## src/rtl/card_request_arbiter.sv

```systemverilog
// Purpose: round-robin share of the random-card datapath between N_REQ requesters, with range and duplicate rejection.
// Latency: ack DP_LAT+3 cycles after a grant on a good first card; each re-request adds DP_LAT+2 cycles.
// Backpressure: level requests are held until ack; one service at a time; grant locked until DELIVER.
//
// Ports: clk_arb_i/rst_arb_i (sync active-high reset); req_i/ack_o requester handshake; card_o/err_o result
// (valid in ack cycle); busy_o; shuffle_i/deck_empty_o deck control; req_card_state_dp_o/card_to_send_dp_i datapath.
// Optional feature macro: DUP_REJECT_EN (52-card used mask, duplicate rejection, deck_empty_o, shuffle_i).
module card_request_arbiter #(
    parameter int N_REQ     = 2,
    parameter int DP_LAT    = 2,
    parameter int MAX_RETRY = 15
) (
    input  logic             clk_arb_i,
    input  logic             rst_arb_i,
    input  logic [N_REQ-1:0] req_i,
    output logic [N_REQ-1:0] ack_o,
    output logic [7:0]       card_o,
    output logic             err_o,
    output logic             busy_o,
    input  logic             shuffle_i,
    output logic             deck_empty_o,
    output logic             req_card_state_dp_o,
    input  logic [7:0]       card_to_send_dp_i
);

    localparam int PW = (N_REQ > 1) ? $clog2(N_REQ) : 1;

    typedef enum logic [2:0] {IDLE, ISSUE, WAIT, CHECK, DELIVER} state_t;

    state_t          state_q, state_d;
    logic [PW-1:0]   grant_q, rr_q, grant_sel;
    logic            any_req, found;
    logic [3:0]      wait_q;
    logic [7:0]      retry_q, sample_q, dcard_q;
    logic            derr_q;
    logic            card_bad, deck_empty_eff;

    // First requester strictly after the round-robin pointer, wrapping.
    always_comb begin
        grant_sel = rr_q;
        found     = 1'b0;
        any_req   = |req_i;
        for (int i = 1; i <= N_REQ; i++) begin
            if (!found && req_i[(int'(rr_q) + i) % N_REQ]) begin
                grant_sel = PW'((int'(rr_q) + i) % N_REQ);
                found     = 1'b1;
            end
        end
    end

`ifdef DUP_REJECT_EN
    logic [51:0] used_q, used_eff;

    // A shuffle clears the mask in the very cycle it is seen, so a card
    // under CHECK in that cycle is judged against an empty deck.
    assign used_eff       = shuffle_i ? '0 : used_q;
    assign deck_empty_eff = &used_eff;
    assign deck_empty_o   = &used_q;
    assign card_bad       = (sample_q > 8'd51) || used_eff[sample_q[5:0]];

    always_ff @(posedge clk_arb_i) begin
        if (rst_arb_i)
            used_q <= '0;
        else if (state_q == CHECK && !card_bad)
            used_q <= used_eff | (52'd1 << sample_q[5:0]);
        else
            used_q <= used_eff;
    end
`else
    logic unused_shuffle;

    assign unused_shuffle = shuffle_i;
    assign deck_empty_eff = 1'b0;
    assign deck_empty_o   = 1'b0;
    assign card_bad       = (sample_q > 8'd51);
`endif

    // State register
    always_ff @(posedge clk_arb_i) begin
        if (rst_arb_i)
            state_q <= IDLE;
        else
            state_q <= state_d;
    end

    // Next-state logic
    always_comb begin
        state_d = state_q;
        case (state_q)
            IDLE:    if (any_req) state_d = deck_empty_eff ? DELIVER : ISSUE;
            ISSUE:   state_d = WAIT;
            WAIT:    if (wait_q == 4'd0) state_d = CHECK;
            CHECK:   state_d = (card_bad && retry_q < 8'(MAX_RETRY)) ? ISSUE : DELIVER;
            DELIVER: state_d = IDLE;
            default: state_d = IDLE;
        endcase
    end

    // Grant, pointer, retry and card registers
    always_ff @(posedge clk_arb_i) begin
        if (rst_arb_i) begin
            grant_q  <= '0;
            rr_q     <= PW'(N_REQ - 1);
            retry_q  <= '0;
            wait_q   <= '0;
            sample_q <= '0;
            dcard_q  <= '0;
            derr_q   <= 1'b0;
        end else begin
            case (state_q)
                IDLE: begin
                    if (any_req) begin
                        grant_q <= grant_sel;
                        // Empty deck: skip the datapath and report the error card.
                        if (deck_empty_eff) begin
                            dcard_q <= 8'hFF;
                            derr_q  <= 1'b1;
                        end
                    end
                end
                ISSUE: wait_q <= 4'(DP_LAT - 1);
                WAIT: begin
                    // Last WAIT cycle is DP_LAT cycles after ISSUE: capture the card here.
                    if (wait_q != 4'd0)
                        wait_q <= wait_q - 4'd1;
                    else
                        sample_q <= card_to_send_dp_i;
                end
                CHECK: begin
                    if (card_bad) begin
                        if (retry_q < 8'(MAX_RETRY)) begin
                            retry_q <= retry_q + 8'd1;
                        end else begin
                            dcard_q <= 8'hFF;
                            derr_q  <= 1'b1;
                        end
                    end else begin
                        dcard_q <= sample_q;
                        derr_q  <= 1'b0;
                    end
                end
                DELIVER: begin
                    rr_q    <= grant_q;
                    retry_q <= '0;
                end
                default: ;
            endcase
        end
    end

    // Outputs; pulses are masked by reset so an in-flight service is dropped at once.
    always_comb begin
        busy_o              = (state_q != IDLE);
        req_card_state_dp_o = (state_q == ISSUE) && !rst_arb_i;
        ack_o               = '0;
        card_o              = 8'd0;
        err_o               = 1'b0;
        if (state_q == DELIVER && !rst_arb_i) begin
            ack_o  = N_REQ'(1) << grant_q;
            card_o = dcard_q;
            err_o  = derr_q;
        end
    end

endmodule

```

## config.mk

```make
export PLATFORM = sky130hd
export DESIGN_NAME = card_request_arbiter
export DESIGN_NICKNAME = d
export VERILOG_FILES = /design/src/rtl/card_request_arbiter.sv
export SDC_FILE = /design/constraint.sdc
export NUM_CORES = 1
export LEC_CHECK = 0
export CAP_MARGIN = 40
export CORE_MARGIN = 1
export CORE_UTILIZATION = 48
export DETAILED_ROUTE_END_ITERATION = 10
export PLACE_DENSITY = 0.74
export SLEW_MARGIN = 5
export SYNTH_ARGS = -nofsm -noshare
export SYNTH_HDL_FRONTEND = slang
export SYNTH_SLANG_ARGS = --single-unit
```

## constraint.sdc

```tcl
create_clock -name clk_arb_i -period 2.4 [get_ports clk_arb_i]
set_input_delay 0.36 -clock clk_arb_i [delete_from_list [all_inputs] [get_ports clk_arb_i]]
set_output_delay 0.36 -clock clk_arb_i [all_outputs]
set_load 0.01 [all_outputs]
```

==> flow_summary_export.csv, run 1 <==
group,metric,value,unit
cells_and_area,antenna_cells_inserted,0,
floorplanning,die-height,57.3,um
cells_and_area,drive_gt1_share,12.6,%
floorplanning,design.die.area,0.00328,sq mm
logic_synthesis,netlist.top_cell.by_instances,"sky130_fd_sc_hd__dfxtp_1",
flow_run,maxCapViolCount,0,
critical_path,critical_path.max_stage_delay,540,ps
power,share_of_total_power_consumed_by_net_switching,29.6,%
power,switching_power,362,uW
cells_and_area,seq_area_share,38.3,%
logic_synthesis,syn-num-nets,172,
grt,groute.usage.overall,19.0,%
placed_design,placed_area,0.00173,sq mm
sta,setup_repair_after_global_routing_missed_its_margin,"no",
logic_synthesis,synthXorXnorAreaFrac,2.39,%
grt,grt_antenna_before_repair,0,
critical_path,timing.critical_path.cells,"buf_4 > or3b_2 > nor2_1 > clkdlybuf4s50_1",
grt,overflow,0,
route,route.top_layer_used,"met4",
cells_and_area,mostFrequentLayoutCells,"sky130_fd_sc_hd__dfxtp_1 (33), sky130_fd_sc_hd__clkdlybuf4s50_1 (24), sky130_fd_sc_hd__nor2_1 (19)",
clock_tree,cts_setup_buffers,0,
clock_tree,clk_pin_slew,100,ps
sta,fmax,435,MHz
cells_and_area,clk_cell_area_share,2.67,%
critical_path,r2r_end,"sample_q[5]$_SDFFE_PP0P_",
floorplanning,number_of_top_level_design_ports,27,
critical_path,worst-path-max-fanout,8,
grt,grt_pass1_vias,1086,
sta,setup_violations,0,
critical_path,cp-end-kind,"output pin",
logic_synthesis,synthArstFlopShare,0,%
power,comb_power_share,22.4,%
floorplanning,design.core.area,0.00283,sq mm
cells_and_area,total_of_fill_cells_in_the_finished_design,243,
cells_and_area,layout_top_registers,"dcard_q: 8 flops, retry_q: 8 flops, sample_q: 8 flops",
floorplanning,placementRows,19,
grt,grt_pass1_wl,4720,um
status,outcome,"complete, but fails checks",
power,pd_cells,687,mW/mm^2
power,maxPowerGroup,"sequential cells",
logic_synthesis,synthTopCellsByCount,"sky130_fd_sc_hd__dfxtp_1 (34), sky130_fd_sc_hd__nor2_1 (19), sky130_fd_sc_hd__and3_1 (11)",
cells_and_area,clock_buffer_count,5,
cells_and_area,top_area_cell_class,"logic gates",
clock_tree,clock_tree_root_driver_cell,"sky130_fd_sc_hd__clkbuf_4",
floorplanning,chipWidth,57.3,um
route,post_drt_via_cell_ratio,5.55,
logic_synthesis,post_synth_edffs,0,
sta,hold_slack,464,ps
power,power_leakage,0.000781,uW
power,power_combinational,274,uW
route,drt-met1-wl,1370,um
logic_synthesis,synthTopLogicFamily,"simple AND/OR/NAND/NOR gates",
sta,worst_slew_pin_slew,502,ps
critical_path,cp.buffers_inverters,2,
route,drc_errors,4,
logic_synthesis,synth-warning-count,0,
cells_and_area,portion_of_the_layout_cell_area_used_by_non_clock_buffers,15.6,%
cells_and_area,logic_gate_count,108,
sta,finalCritPeriodShare,95.7,%
logic_synthesis,yosysChipArea,0.00147,sq mm
logic_synthesis,ys_cells,157,
grt,gr_layer_usage_met1,23.9,%
sta,finalWorstSetupSlack,102,ps
sta,hold_violations,0,
cells_and_area,final_layout_top_logic_cell,"sky130_fd_sc_hd__dfxtp_1",
status,failed_checks,"DRC",
sta,drv_slew,0,
grt,globalRoute.busiestLayer,"met2",
power,sequentialPowerShare,53.9,%
placed_design,portBuffers,24,
critical_path,slowest_stage,"sky130_fd_sc_hd__clkdlybuf4s50_1",
cells_and_area,total_non_filler_cell_area_in_the_finished_layout,0.00178,sq mm
cells_and_area,finish.net_count,198,
logic_synthesis,yosys.stat.seqShare,46.5,%
critical_path,regToRegStartpoint,"wait_q[0]$_SDFFE_PP0P_",
sta,fin_tns_setup,0,ps
sta,slew_limit_headroom,66.2,%
logic_synthesis,yosys.area_share.aoi,13.2,%
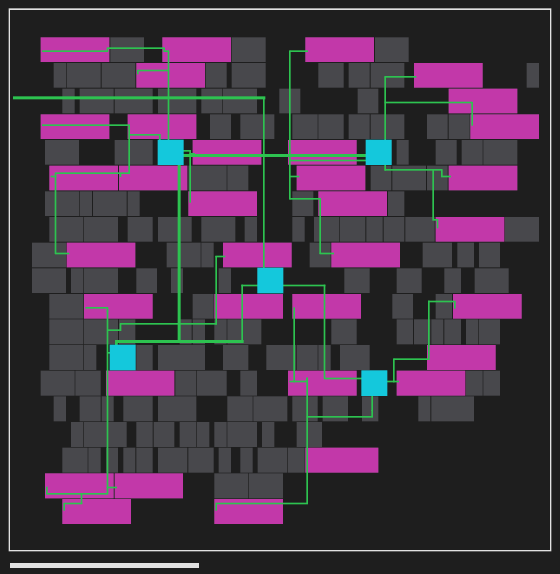
**Above:** run 1 (clock wires, drivers and flops).
Scale bar: 20 um.
[green] clock wires | length: 398 um
[magenta] flip-flops | count: 34
[cyan] clock drivers | count: 5
flops lie	spread over the die

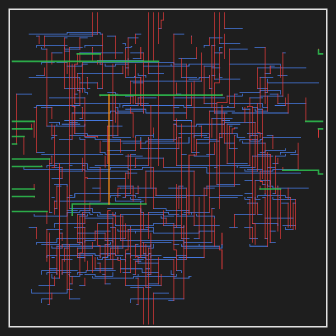
**Above:** run 1 (routed metal, one color a layer).
color	layer	wire length
red	metal 2	1350 um
green	metal 3	121 um
orange	metal 4	19.7 um
blue	metal 1	1370 um
sum of routed wire length over all layers: 2860 um
per-cell routed wire length: 13.4 um

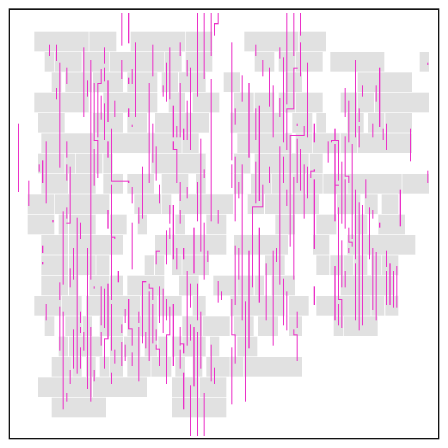
**Above:** run 1 (signal wires on met2).
nets with wire on the layer	163
longest straight run	29.2 um
wire length on this layer	1350 um

==> run 2: changes to the inputs <==
- ABC_CLOCK_PERIOD_IN_PS: default -> 2400
- RECOVER_POWER: default -> 50
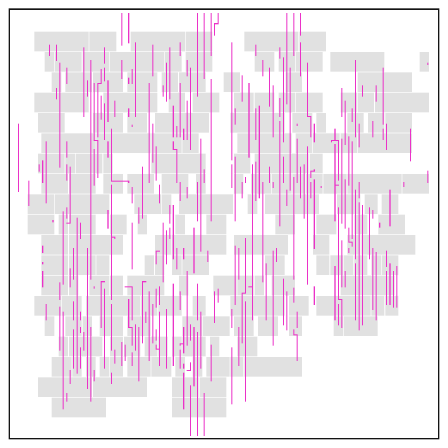
**Above:** run 2 (signal wires on met2).
wire length on this layer	1330 um
longest straight run	29.2 um

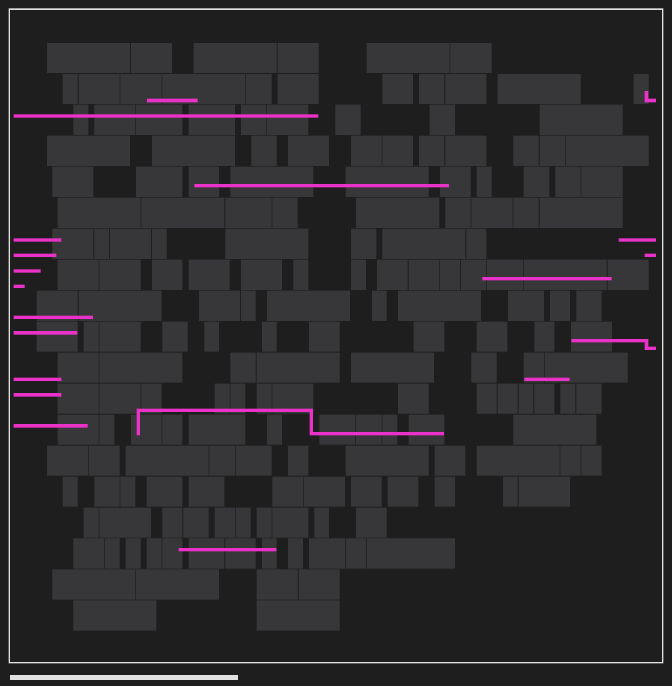
**Above:** run 2 (the metal 3 layer).
Scale bar: 20 um.
nets with wire on the layer	19
wire length on this layer	155 um
longest straight run	26.4 um
share of all routed wire	5.5%
total via count after detailed routing: 1188
met3 routing resource usage after global routing: 7.03%
sum of routed wire length over all layers: 2850 um

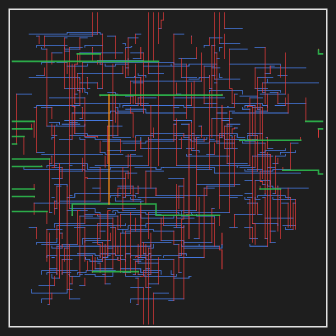
**Above:** run 2 (routed metal, one color a layer).
color	layer	wire length
green	metal 3	155 um
red	metal 2	1330 um
orange	metal 4	19.7 um
blue	metal 1	1350 um

==> run 2 against run 1 <==
Effect of this change:
- sequential share of layout area is 0.19 points higher
- the flow still finishes with violations (DRC)
- sequential power barely moved
- critical path type unchanged
- synthesized cell count unchanged
- highest routed layer unchanged
- wire length is 0.28% lower
- final area shrank 0.49%
- final cell count unchanged
- non-clock buffer count stayed put
- core utilization shrank 0.31 points
- power decreased by 0.80%
==> flow_summary_export.csv, run 2 <==
group,metric,value,unit
route,route.top_layer_used,"met4",
cells_and_area,num-nonclk-buffers,29,
route,drt_iter0_drc,63,
placed_design,portBuffers,24,
logic_synthesis,synthTopLogicFamily,"simple AND/OR/NAND/NOR gates",
logic_synthesis,synth.area.mux_share,6.15,%
critical_path,cp.buffers_inverters,2,
cells_and_area,non_clock_inverter_count,5,
critical_path,critical_path.max_stage_delay,540,ps
cells_and_area,finish.net_count,198,
clock_tree,clock_insertion_delay_worst_skew,330,ps
logic_synthesis,synth_area,0.00147,sq mm
logic_synthesis,synthTopCellsByCount,"sky130_fd_sc_hd__dfxtp_1 (34), sky130_fd_sc_hd__nor2_1 (19), sky130_fd_sc_hd__and3_1 (11)",
power,powerClk,290,uW
power,power_combinational,265,uW
placed_design,placed_area,0.00173,sq mm
sta,hold_slack,465,ps
power,power_leakage,0.000777,uW
sta,hold_violations,0,
cells_and_area,combAreaFraction,40.1,%
logic_synthesis,yosys.stat.seqShare,46.5,%
status,outcome,"complete, but fails checks",
floorplanning,number_of_top_level_design_ports,27,
flow_run,maxCapViolCount,0,
floorplanning,design.core.area,0.00283,sq mm
logic_synthesis,synth-warning-count,0,
cells_and_area,final_cell_count_no_fill,214,
critical_path,regToRegStartpoint,"wait_q[0]$_SDFFE_PP0P_",
logic_synthesis,netlist_top_cells_area,"sky130_fd_sc_hd__dfxtp_1 (46%), sky130_fd_sc_hd__mux2i_1 (6.1%), sky130_fd_sc_hd__nor2_1 (4.9%), sky130_fd_sc_hd__and3_1 (4.7%), sky130_fd_sc_hd__o221a_2 (3.1%)",
sta,setup_violations,0,
logic_synthesis,post-synth-top-area-fraction,46.5,%
floorplanning,chipWidth,57.3,um
sta,slew_limit_headroom,60.8,%
cells_and_area,seq_area_share,38.5,%
clock_tree,cts_setup_buffers,0,
sta,worst_clock_skew,5.09,ps
cells_and_area,logic_gate_count,108,
logic_synthesis,yosys.area_share.aoi,13.2,%
power,pd_cells,685,mW/mm^2
power,maxPowerGroup,"sequential cells",
grt,groute.usage.overall,19.0,%
floorplanning,tapCellCount,31,
critical_path,critical_path_arrival,1940,ps
sta,fin_tns_setup,0,ps
sta,drv_slew,0,
cells_and_area,syn_to_final_growth,20.8,%
clock_tree,cts_made_buffers,5,
worst_hold_path,hp-start,"dcard_q[7]$_SDFFE_PP0P_",
logic_synthesis,synthArstFlopShare,0,%
route,post_drt_via_cell_ratio,5.55,
critical_path,slowest_stage,"sky130_fd_sc_hd__clkdlybuf4s50_1",
logic_synthesis,synthXorXnorAreaFrac,2.39,%
floorplanning,fp_util,51.8,%
cells_and_area,clock_buffer_count,5,
power,sequentialPower,658,uW
route,detail_route.first_pass.iterations,7,
power,comb_power_share,21.8,%
power,totalPowerFinal,1210,uW
power,sequentialPowerShare,54.3,%
critical_path,ff2ff_path_depth,6,
grt,grt_pass1_vias,1086,
worst_hold_path,worstHoldPathCells,1,
clock_tree,clock_tree_root_driver_cell,"sky130_fd_sc_hd__clkbuf_4",
grt,grt_max_degree,21,
critical_path,r2r_end,"sample_q[5]$_SDFFE_PP0P_",
cells_and_area,total_non_filler_cell_area_in_the_finished_layout,0.00177,sq mm
logic_synthesis,ys_dominant_reg_cell,"sky130_fd_sc_hd__dfxtp_1",
cells_and_area,area.combinational,709,sq um
placed_design,gp_congestion,0.756,
power,switching_power,361,uW
grt,gr_layer_usage_met1,23.9,%
sta,fmax,436,MHz
clock_tree,clk_pin_slew,100,ps
route,drc_errors,4,
sta,setup_repair_after_global_routing_missed_its_margin,"no",
clock_tree,cts_tree,"yes",
worst_hold_path,worstHoldEndpoint,"dcard_q[7]$_SDFFE_PP0P_",
logic_synthesis,post_synth_edffs,0,
critical_path,worst-path-max-fanout,8,
power,internal_power,853,uW
placed_design,post-place-ws,173,ps
cells_and_area,mostFrequentLayoutCells,"sky130_fd_sc_hd__dfxtp_1 (33), sky130_fd_sc_hd__clkdlybuf4s50_1 (24), sky130_fd_sc_hd__nor2_1 (20)",
critical_path,timing.critical_path.cells,"buf_4 > or3b_2 > nor2_1 > clkdlybuf4s50_1",
grt,grt_antenna_before_repair,0,
clock_tree,cts_hold_repair.buffers,0,
cells_and_area,portion_of_the_layout_cell_area_used_by_non_clock_buffers,15.5,%
critical_path,cp-end-kind,"output pin",
route,routed_wire_length_on_met3,155,um
logic_synthesis,yosysChipArea,0.00147,sq mm
cells_and_area,layout_top_registers,"dcard_q: 8 flops, retry_q: 8 flops, sample_q: 8 flops",
clock_tree,clk_path_buf_depth,2,
sta,finalCritPeriodShare,95.6,%
route,antenna_violating_nets_post_route,0,
status,failed_checks,"DRC",
clock_tree,cts-htree-levels,2,
floorplanning,design.die.area,0.00328,sq mm
sta,worst_slew_pin_slew,586,ps
grt,globalRoute.busiestLayer,"met2",
cells_and_area,final_layout_top_logic_cell,"sky130_fd_sc_hd__dfxtp_1",
logic_synthesis,ys_cells,157,
grt,grt_pass1_wl,4720,um
route,detailroute.wirelength.met2,1330,um
cells_and_area,drive_gt1_share,10.9,%
cells_and_area,clk_cell_area_share,2.69,%
sta,finalWorstSetupSlack,104,ps
power,clock_network_fraction_of_design_power,23.9,%
route,per_cell_routed_wire_length,13.3,um
floorplanning,placementRows,19,
floorplanning,die-height,57.3,um
logic_synthesis,syn-num-nets,172,
logic_synthesis,synth-simple-area-share,25.0,%
grt,overflow,0,
cells_and_area,top_area_cell_class,"logic gates",
cells_and_area,total_of_fill_cells_in_the_finished_design,245,
logic_synthesis,numSynthFlops,34,
power,share_of_total_power_consumed_by_net_switching,29.7,%
logic_synthesis,netlist.top_cell.by_instances,"sky130_fd_sc_hd__dfxtp_1",
route,drt-met1-wl,1350,um
cells_and_area,antenna_cells_inserted,0,
Power figures rest on the tool's default switching activity, not on a simulated workload.
